===== src/rtl/useq_loader.sv =====
// Program RAM and boot loader for the 8-bit microsequencer: clears the 256x8 RAM,
// loads it from a framed, checksummed byte stream and holds the core in reset until an image is valid.
module useq_loader #(
    parameter int         TIMEOUT_CYCLES = 1000000,
    parameter logic [7:0] SYNC_BYTE      = 8'hA5
) (
    input  logic       clk,
    input  logic       rst_n,
    input  logic [7:0] rx_data,
    input  logic       rx_valid,
    output logic       rx_ready,
    input  logic [7:0] mem_addr,
    output logic [7:0] mem_data,
    output logic       core_rst_n,
    output logic       load_busy,
    output logic       load_done,
    output logic       load_err
);

    localparam int TMO_W = $clog2(TIMEOUT_CYCLES + 1);
    localparam logic [TMO_W-1:0] TMO_LAST = TMO_W'(TIMEOUT_CYCLES - 1);

    typedef enum logic [2:0] {
        S_CLEAR,
        S_IDLE,
        S_LEN,
        S_DATA,
        S_CSUM,
        S_RUN
    } state_t;

    state_t           state;
    logic [7:0]       clr_addr;
    logic [7:0]       wptr;
    logic [7:0]       sum;
    logic [8:0]       count;
    logic [TMO_W-1:0] tmo;
    logic [7:0]       mem [256];

    logic             accept;
    logic             in_frame;
    logic             tmo_hit;
    logic             we;
    logic [7:0]       waddr;
    logic [7:0]       wdata;

    assign accept   = rx_valid && rx_ready;
    assign in_frame = (state == S_LEN) || (state == S_DATA) || (state == S_CSUM);
    // An accepted byte always wins over an expiring timeout in the same cycle.
    assign tmo_hit  = in_frame && !accept && (tmo == TMO_LAST);

    always_comb begin
        we    = 1'b0;
        waddr = clr_addr;
        wdata = 8'h00;
        if (rst_n) begin
            if (state == S_CLEAR) begin
                we = 1'b1;
            end else if (state == S_DATA && accept) begin
                we    = 1'b1;
                waddr = wptr;
                wdata = rx_data;
            end
        end
    end

    always_ff @(posedge clk) begin
        if (we) begin
            mem[waddr] <= wdata;
        end
    end

    // Asynchronous read: a same-cycle write is seen by the core only on the next cycle.
    assign mem_data = mem[mem_addr];

    always_ff @(posedge clk) begin
        if (!rst_n) begin
            state      <= S_CLEAR;
            clr_addr   <= 8'h00;
            wptr       <= 8'h00;
            sum        <= 8'h00;
            count      <= 9'd0;
            tmo        <= '0;
            rx_ready   <= 1'b0;
            core_rst_n <= 1'b0;
            load_busy  <= 1'b1;
            load_done  <= 1'b0;
            load_err   <= 1'b0;
        end else begin
            if (in_frame) begin
                tmo <= accept ? '0 : tmo + 1'b1;
            end

            case (state)
                S_CLEAR: begin
                    clr_addr <= clr_addr + 8'd1;
                    if (clr_addr == 8'hFF) begin
                        state     <= S_IDLE;
                        rx_ready  <= 1'b1;
                        load_busy <= 1'b0;
                    end
                end
                S_IDLE, S_RUN: begin
                    if (accept && rx_data == SYNC_BYTE) begin
                        state      <= S_LEN;
                        load_busy  <= 1'b1;
                        load_done  <= 1'b0;
                        load_err   <= 1'b0;
                        core_rst_n <= 1'b0;
                        wptr       <= 8'h00;
                        sum        <= 8'h00;
                        tmo        <= '0;
                    end
                end
                S_LEN: begin
                    if (accept) begin
                        count <= (rx_data == 8'h00) ? 9'd256 : {1'b0, rx_data};
                        state <= S_DATA;
                    end
                end
                S_DATA: begin
                    if (accept) begin
                        wptr  <= wptr + 8'd1;
                        sum   <= sum + rx_data;
                        count <= count - 9'd1;
                        if (count == 9'd1) begin
                            state <= S_CSUM;
                        end
                    end
                end
                S_CSUM: begin
                    if (accept) begin
                        load_busy <= 1'b0;
                        if (rx_data == sum) begin
                            state      <= S_RUN;
                            load_done  <= 1'b1;
                            core_rst_n <= 1'b1;
                        end else begin
                            state    <= S_IDLE;
                            load_err <= 1'b1;
                        end
                    end
                end
                default: begin
                    state <= S_CLEAR;
                end
            endcase

            if (tmo_hit) begin
                state     <= S_IDLE;
                load_busy <= 1'b0;
                load_err  <= 1'b1;
                tmo       <= '0;
            end
        end
    end

endmodule


===== config.mk =====
export PLATFORM = sky130hd
export DESIGN_NAME = useq_loader
export DESIGN_NICKNAME = d
export VERILOG_FILES = /design/src/rtl/useq_loader.sv
export SDC_FILE = /design/constraint.sdc
export NUM_CORES = 2
export LEC_CHECK = 0
export CAP_MARGIN = 10
export CELL_PAD_IN_SITES_DETAIL_PLACEMENT = 1
export CELL_PAD_IN_SITES_GLOBAL_PLACEMENT = 2
export CORE_MARGIN = 3
export CORE_UTILIZATION = 38
export CTS_CLUSTER_SIZE = 28
export DETAILED_ROUTE_END_ITERATION = 8
export PLACE_DENSITY = 0.63
export SYNTH_ARGS = -nofsm -noshare
export SYNTH_HDL_FRONTEND = slang
export SYNTH_SLANG_ARGS = --single-unit

===== constraint.sdc =====
create_clock -name clk -period 12.3 [get_ports clk]
set_input_delay 2.46 -clock clk [delete_from_list [all_inputs] [get_ports clk]]
set_output_delay 2.46 -clock clk [all_outputs]
set_load 0.005 [all_outputs]

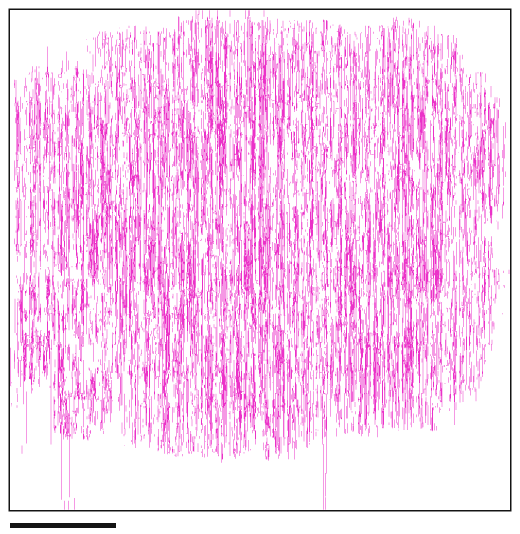
Fig. 1. Metal 2.
Scale bar: 100 µm.
3859 nets have wire on it. The layer holds 48% of the routed length. The longest straight run is 147 µm.
GR Util met2: 0.319
via count: 40700

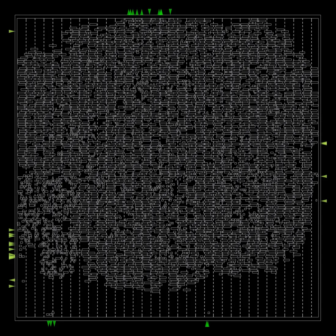
Fig. 2. Cell placement.
flop share of the area: 0.675
fillcell total: 20100

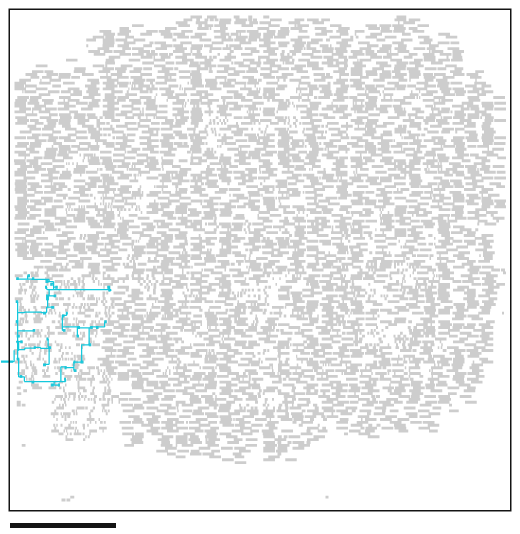
Fig. 3. Wires at chosen ports, followed through buffers.
Scale bar: 100 µm.
Cyan shows `rst_n`, bits 1, direction input, edge left, end cells 42, buffers 2, wire 584 µm.
port bufs: 31
Top Ports: 32

==> per-stage QoR <==
stage | power [mW] | cell area, µm² | util | instances
final | 14.9 | 92900 | 0.431 | 7161
after global routing | 15.4 | 92900 | 0.431 | 7159
after CTS | 15.0 | 92900 | 0.431 | 7159
after detailed placement | 8.69 | 86200 | 0.399 | 6762
after global placement | 8.68 | 86200 | 0.399 | 6762
after floorplan | 8.39 | 82900 | - | 4057
==> worst max-delay path, stage by stage <==
cell and delay [ns]:
buf_8 0.47, buf_4 0.56, nand3b_1 0.21, buf_4 0.32
o221ai_1 0.25, a211oi_1 0.10, a21oi_1 0.26, nand3_1 0.23
and3_1 0.33, nor3_1 0.78, clkdlybuf4s50_1 0.66
==> metrics.cfg <==
[worst_hold_path]
hold_path.class=flip-flop to flip-flop
hold_depth=2

[finish]
combGateArea_um2=18800
comb_share=0.202
ff_count=2108
buf_share=0.0115
clkbuf_count=278
n_all_inverters=11
regArea_um2=62700
final_layout_top_logic_cell=edfxtp_1
final_cell_mix=2048 x edfxtp_1, 523 x mux4_2, 314 x nor2_1
antennaDiodeCount=2

[clock_network]
clkTransAtPathRegs_ns=0.06
cts_buffers=214
postCtsHoldBufs=0
post_cts.repair.setup_buffers=0
clk_latency_ns=0.85

[sta]
worst_pin_slew_ns=1.39
maxSlewHeadroom=0.0750
hold_violations=0
setup_viol=0
maxSlewViolCount=0

[synthesis]
ys_sh_mux=0.156
ys.warnings.count=0
yosys_area_um2=82900
top_cells_by_area=edfxtp_1 74%, mux4_2 14%, dfxtp_1 1.4%
syn_nets=4089
synth_top_cell_by_count=edfxtp_1
synth-xor-area-share=0.00201
synth_top_area_share=0.742
async_reset_ff_frac=0
synth-seq-cells=2108
synth_adder_area_share=0.00205

[global_routing]
grt_overflow=0
busiest_layer=met2
grt_use_met1=0.291
grt_max_degree=217
use_met3=0.0307

[power]
comb-power_mw=0.698
p_int_mw=11.6
seq_power_share=0.526

[drt]
wl_met1_um=99100
vias_per_cell=5.68
wl_per_cell_um=31.2
dr.pass1.iters=5

[floorplan]
well_tap_count=2838
die_x_um=473

[worst_setup_path]
reg2regPathDepth=8
reg2reg_to=mem[255][3]

[status]
status=finished clean

Power and IR drop assume default switching activity.
